### Metal layers overlaid, run 1

Two of the layers only.
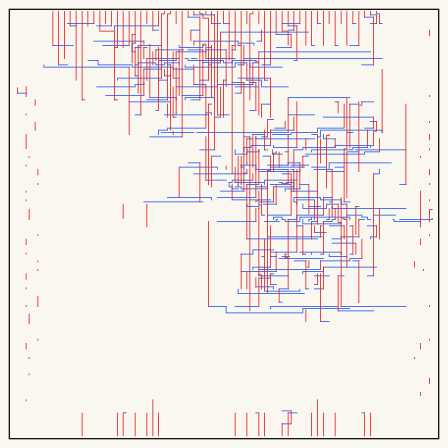
### Floorplan with the power grid, run 1

The bar under the picture is 20 um long. Pins as bars on the die edge. Tap cells in grey.
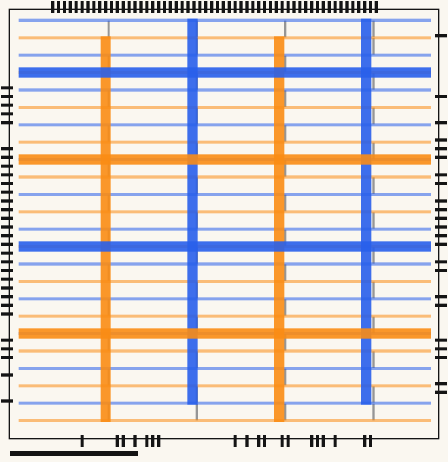
### Layout detail, run 1

Region (38, 4) to (63, 29) um. Cells in grey, sequential cells in the stronger grey; small squares are vias.
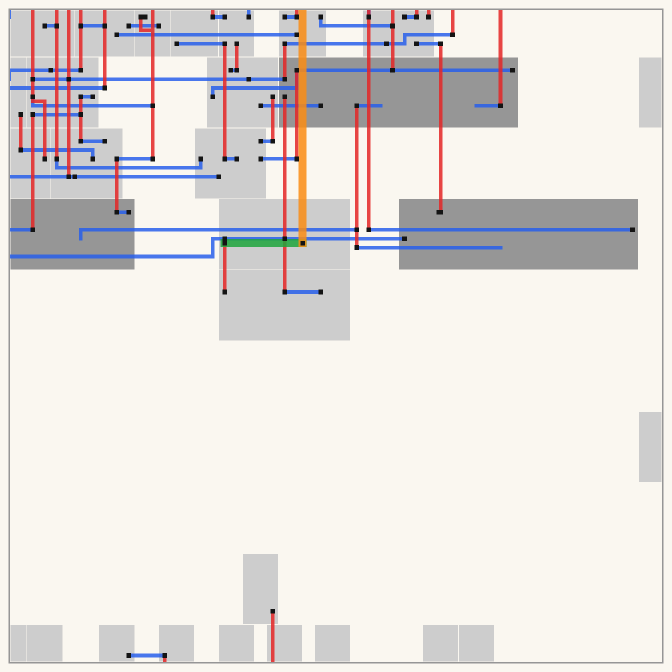
File: config.mk
export PLATFORM = sky130hd
export DESIGN_NAME = pipe_ctrl
export DESIGN_NICKNAME = d
export VERILOG_FILES = /design/src/rtl/pipe_ctrl.sv
export SDC_FILE = /design/constraint.sdc
export NUM_CORES = 1
export LEC_CHECK = 0
export CAP_MARGIN = 10
export CORE_MARGIN = 1
export CORE_UTILIZATION = 36
export CTS_BUF_LIST = sky130_fd_sc_hd__clkbuf_2 sky130_fd_sc_hd__clkbuf_4 sky130_fd_sc_hd__clkbuf_8
export DETAILED_ROUTE_END_ITERATION = 12
export MAX_ROUTING_LAYER = met4
export PLACE_DENSITY = 0.9
export SKIP_CTS_REPAIR_TIMING = 1
export SLEW_MARGIN = 30
export SYNTH_ARGS = -nofsm -noshare
export SYNTH_HDL_FRONTEND = slang
export SYNTH_SLANG_ARGS = --single-unit
export TNS_END_PERCENT = 20
File: constraint.sdc
create_clock -name clk -period 4.5 [get_ports clk]
set_input_delay 0.45 -clock clk [delete_from_list [all_inputs] [get_ports clk]]
set_output_delay 0.45 -clock clk [all_outputs]
set_load 0.05 [all_outputs]
File: src/rtl/pipe_ctrl.sv
// Pipeline hazard/stall controller: load-use interlock, branch flush, memory-wait FSM with timeout.
// Optional performance counters built when PIPE_PERF_CNT_EN is defined.
module pipe_ctrl #(
  parameter int unsigned MEM_TIMEOUT = 16
) (
  input  logic        clk,
  input  logic        rst,
  input  logic        enable,
  input  logic [4:0]  id_rs1,
  input  logic [4:0]  id_rs2,
  input  logic        id_use_rs1,
  input  logic        id_use_rs2,
  input  logic [4:0]  ex_rd,
  input  logic        ex_mem_read,
  input  logic        branch_taken,
  input  logic        mem_req,
  input  logic        mem_ready,
  output logic        pc_en,
  output logic        if_id_en,
  output logic        id_ex_en,
  output logic        ex_mem_en,
  output logic        mem_wb_en,
  output logic        if_id_flush,
  output logic        id_ex_flush,
  output logic        mem_err,
  output logic [31:0] stall_cnt_mem,
  output logic [31:0] stall_cnt_lu,
  output logic [31:0] flush_cnt
);

  typedef enum logic {RUN, MEM_WAIT} state_t;

  localparam logic [7:0] TIMEOUT = 8'(MEM_TIMEOUT);

  state_t     state;
  logic [7:0] wait_cnt;
  logic       mem_stall;
  logic       load_use;

  assign mem_stall = mem_req & ~mem_ready;
  assign load_use  = ex_mem_read & (ex_rd != 5'd0) &
                     ((id_use_rs1 & (id_rs1 == ex_rd)) | (id_use_rs2 & (id_rs2 == ex_rd)));

  always_comb begin
    pc_en       = 1'b0;
    if_id_en    = 1'b0;
    id_ex_en    = 1'b0;
    ex_mem_en   = 1'b0;
    mem_wb_en   = 1'b0;
    if_id_flush = 1'b0;
    id_ex_flush = 1'b0;
    if (enable && !mem_stall) begin
      id_ex_en  = 1'b1;
      ex_mem_en = 1'b1;
      mem_wb_en = 1'b1;
      if (branch_taken) begin
        pc_en       = 1'b1;
        if_id_en    = 1'b1;
        if_id_flush = 1'b1;
        id_ex_flush = 1'b1;
      end else if (load_use) begin
        id_ex_flush = 1'b1;
      end else begin
        pc_en    = 1'b1;
        if_id_en = 1'b1;
      end
    end
  end

  // A dropped mem_req in MEM_WAIT is not a stall, so it falls into the return-to-RUN path.
  always_ff @(posedge clk or posedge rst) begin
    if (rst) begin
      state    <= RUN;
      wait_cnt <= '0;
      mem_err  <= 1'b0;
    end else if (enable) begin
      case (state)
        RUN: begin
          if (mem_stall) begin
            state    <= MEM_WAIT;
            wait_cnt <= 8'd1;
          end
        end
        MEM_WAIT: begin
          if (mem_stall) begin
            if (wait_cnt != 8'hFF) wait_cnt <= wait_cnt + 8'd1;
            if (wait_cnt >= TIMEOUT) mem_err <= 1'b1;
          end else begin
            state    <= RUN;
            wait_cnt <= '0;
          end
        end
        default: begin
          state    <= RUN;
          wait_cnt <= '0;
        end
      endcase
    end
  end

`ifdef PIPE_PERF_CNT_EN
  logic lu_cycle;
  logic br_cycle;

  assign br_cycle = ~mem_stall & branch_taken;
  assign lu_cycle = ~mem_stall & ~branch_taken & load_use;

  always_ff @(posedge clk or posedge rst) begin
    if (rst) begin
      stall_cnt_mem <= '0;
      stall_cnt_lu  <= '0;
      flush_cnt     <= '0;
    end else if (enable) begin
      if (mem_stall) stall_cnt_mem <= stall_cnt_mem + 32'd1;
      if (lu_cycle)  stall_cnt_lu  <= stall_cnt_lu + 32'd1;
      if (br_cycle)  flush_cnt     <= flush_cnt + 32'd1;
    end
  end
`else
  assign stall_cnt_mem = '0;
  assign stall_cnt_lu  = '0;
  assign flush_cnt     = '0;
`endif

endmodule

==> impl_metrics.toml, run 1 <==
# generated from flow reports
[cts]
cts_root_buf = "clkbuf_8"
path_clk_slew_ns = 0.05

[power_and_ir_drop]
swShare_pct = 55.1
p_per_area_nw_per_um2 = 296
seqPwrFrac_pct = 21.1
powerSeq_uw = 97.2

[cells_and_area]
syn2layout_area_growth_pct = 2.56
largest_register_ffs = 8
final_core_util_pct = 38.6
layout_top_cell = "conb_1"

[synthesis]
avgSynthCellArea_um2 = 8.29
ys_cells = 183
syn-instance-count = 183
ys_warn_count = 0
adder_share_pct = 1.65

[placement]
dp_slack_ns = 1.37

[global_route]
grt_usage_pct = 10.8

[sta]
period_used_pct = 70.4
rsz0062_at_grt = "no"
setup_viol = 0
worstMarginPinSlew_ns = 0.737

[status]
status = "finished, final reports clean"

[worst_setup_path]
critPathSlowestCell = "clkdlybuf4s50_1"
crit_top_cell = "clkdlybuf4s50_1"
ff2ff_path_depth = 6

[hold_path]
min-delay-start = "mem_err"

[run]
tool_warnings = 28

[detailed_routing]
route.detailed.wl_per_inst_um = 9.44
totalWireLength_um = 2480

[floorplanning]
core_um2 = 4030
Notes on 'Metal layers overlaid' above:
layer	colour	wire length
met1	blue	991 um
met2	red	1240 um

Notes on 'Floorplan with the power grid' above:
net	colour
VDD	blue
VSS	orange
met1 rails	24
met4 straps	4
rows	23
signal pins	128
met5 straps	4

Notes on 'Layout detail' above:
layer	colour
met3	green
met2	red
met1	blue
met4	orange
netlist names of flops here include	`wait_cnt` (3)
sequential cells in the window	3
most frequent	conb_1 (11), o31ai_1 (5), dfrtp_1 (3)
cells with their middle in the window	27

[run 1: Yosys cell counts]
| cell | number | share of area, % |
|---|---|---|
| conb_1 | 1 | 0.25 |
| and2_1 | 1 | 0.41 |
| nand2b_1 | 1 | 0.41 |
| or2b_1 | 1 | 0.50 |
| buf_4 | 99 | 49 |
| inv_1 | 6 | 1.5 |
| xor2_1 | 8 | 4.6 |
| xnor2_1 | 2 | 1.2 |
| a41oi_1 | 1 | 0.58 |
| a41o_2 | 1 | 0.74 |
| o21ai_1 | 5 | 1.6 |
| nor2_1 | 2 | 0.50 |
| nand3_1 | 5 | 1.6 |
| and2_0 | 1 | 0.41 |
| o31a_1 | 2 | 1.2 |
| a31oi_1 | 1 | 0.41 |
| o41ai_2 | 1 | 1.1 |
| and2b_1 | 2 | 0.99 |
| or4_1 | 2 | 0.99 |
| dfrtp_1 | 10 | 17 |
| nand2_1 | 3 | 0.74 |
| nand4_1 | 1 | 0.41 |
| ha_1 | 2 | 1.6 |
| o31ai_1 | 11 | 5.4 |
| nand3b_4 | 1 | 1.3 |
| a21oi_1 | 1 | 0.33 |
| mux2_2 | 1 | 0.74 |
| buf_2 | 2 | 0.66 |
| and4_1 | 1 | 0.58 |
| a32oi_1 | 1 | 0.58 |
| or3_4 | 1 | 0.74 |
| and3_1 | 1 | 0.41 |
| o21ai_0 | 2 | 0.66 |
| nor4_1 | 3 | 1.2 |
[run 1: cell type report]
| type | count | area (um2) | share of cell area (%) |
|---|---|---|---|
| clock buffers | 4 | 55.1 | 3.54 |
| inverters | 6 | 22.5 | 1.45 |
| multi-input cells | 161 | 847 | 54.5 |
| flip-flops and latches | 10 | 250 | 16.1 |
| well taps | 50 | 62.6 | 4.02 |
| repair buffers | 32 | 318 | 20.4 |
### Sizing map, run 1

The bar under the picture is 20 um long.
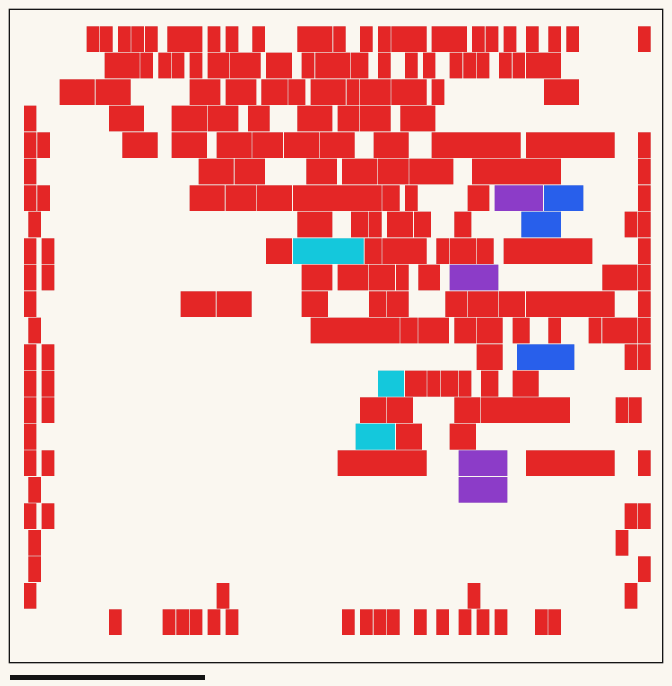

## Run 2: what changed since run 1
- CORE_UTILIZATION: 36 -> 30
- PLACE_DENSITY: 0.9 -> 0.8
- clock period: 4.5 -> 2.9 ns (I/O delays scaled with it)
### Sizing map, run 2

The bar under the picture is 20 um long.
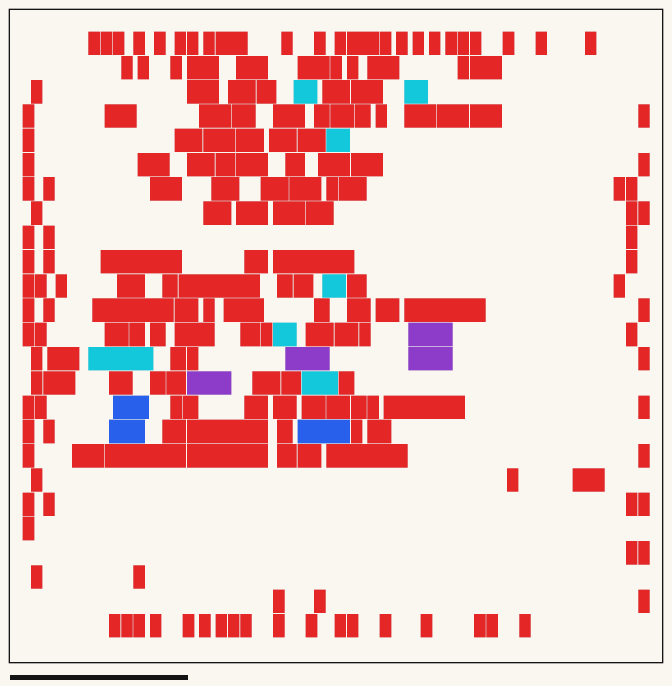
size	colour	cells	share
drive 3 to 4	cyan	7	3.3%
drive 1 or less	red	200	93%
drive 6 and up	purple	4	1.9%
drive 2	blue	3	1.4%

### Metal layers overlaid, run 2

Two of the layers only.
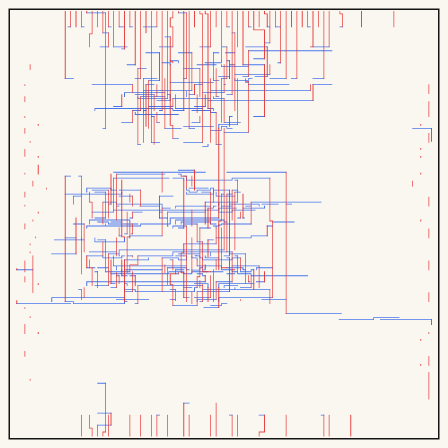
layer	colour	wire length
met2	red	1280 um
met1	blue	1040 um

### Floorplan with the power grid, run 2

The bar under the picture is 20 um long. Pins as bars on the die edge. Tap cells in grey.
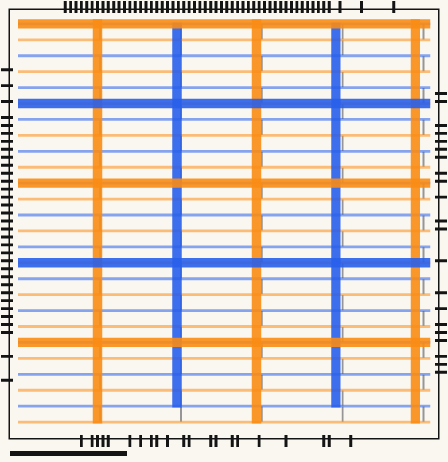
net	colour
VDD	blue
VSS	orange
tap cells	67
met4 straps	5
met1 rails	26
signal pins	128

==> run 2 against run 1 <==
Hold slack lost 0.12 ns. Sequential share of layout area shrank 0.22 points. Routed wire length grew 2.6%. Synthesized cell count is the same. Combinational power grew 55%. Clock-buffer cell count is the same. Global-route usage shrank 1.6 points.
==> impl_metrics.toml, run 2 <==
# generated from flow reports
[status]
status = "finished, final reports clean"

[placement]
dp_slack_ns = 0.550
numPortBuffers = 31

[power_and_ir_drop]
vdd.ir_drop.worst_uv = 207
p_sw_uw = 393
powerSeq_uw = 150
swShare_pct = 55.1
seqPwrFrac_pct = 21.1

[cts]
cts_root_buf = "clkbuf_8"
path_clk_slew_ns = 0.05

[synthesis]
ys_seq_share_pct = 16.5
avgSynthCellArea_um2 = 8.29
synth-main-ff-cell = "dfrtp_1"
most_common_cell = "buf_4"
edf_count = 0
syn-instance-count = 183
adder_share_pct = 1.65
top_cells_by_count = "buf_4, o31ai_1, dfrtp_1, xor2_1, inv_1"
top_area_share_pct = 49.0
synth.area.top_cells = "buf_4, dfrtp_1, o31ai_1, xor2_1, ha_1"
ys_warn_count = 0

[worst_setup_path]
ff2ff_path_depth = 6
critPathSlowestCell = "clkdlybuf4s50_1"
crit_top_cell = "clkdlybuf4s50_1"

[sta]
period_used_pct = 80.9
setup_viol = 0
rsz0062_at_grt = "no"
worstMarginPinSlew_ns = 0.511

[detailed_routing]
totalWireLength_um = 2550
route.detailed.wl_per_inst_um = 9.07

[cells_and_area]
layout_top_cell = "conb_1"
logic_area_um2 = 847
largest_register_ffs = 8
seqCellArea_um2 = 250

[floorplanning]
fp_util_pct = 31.7
core_um2 = 4790

[global_route]
grt_usage_pct = 9.23
==> run 2: layer usage <==
| metal | GRT usage (%) | share of wire (%) | up-vias |
|---|---|---|---|
| li1 | - | - | 481 |
| met1 | 11.1 | 41 | 482 |
| met2 | 14.4 | 50 | 68 |
| met3 | 3.87 | 8.8 | 2 |
| met4 | 1.74 | 0.16 | 0 |
| met5 | - | 0 | - |
==> run 2: worst max path at each step <==
| stage | startpoint | end | slack (ns) |
|---|---|---|---|
| 6_report | mem_req | ex_mem_en | 0.55 |
| 5_1_grt | mem_req | ex_mem_en | 0.49 |
| 4_1_cts | mem_req | ex_mem_en | 0.55 |
| 3_5_place_dp | mem_req | ex_mem_en | 0.55 |
| 3_3_place_gp | mem_req | ex_mem_en | 0.60 |
| 2_1_floorplan | ex_rd[3] | id_ex_flush | 0.56 |
==> run 2: final cells by class <==
cell class / count / area share [%]
multi-input combinational: 161 / 53.7
timing repair buffer: 33 / 20.2
sequential: 10 / 15.9
tap: 67 / 5.32
clock buffer: 4 / 3.49
inverter: 6 / 1.43
==> run 2: stage by stage <==
step | total power [mW] | utilization [%] | instances | hold WS (ns)
3_5_place_dp | 0.537 | 31.8 | 277 | 0.457
5_1_grt | 0.745 | 32.9 | 281 | 0.401
2_1_floorplan | 0.586 | - | 278 | 0.130
6_report | 0.713 | 32.9 | 281 | 0.354
3_3_place_gp | 0.534 | 31.8 | 277 | 0.460
4_1_cts | 0.716 | 32.9 | 281 | 0.370
==> run 2: worst max-delay path: cells and delay by family <==
kind | cells | cell delay, ns
simple gates | 2 | 0.34
buf+inv | 3 | 1.42
Power figures rest on the tool's default switching activity, not on a simulated workload.
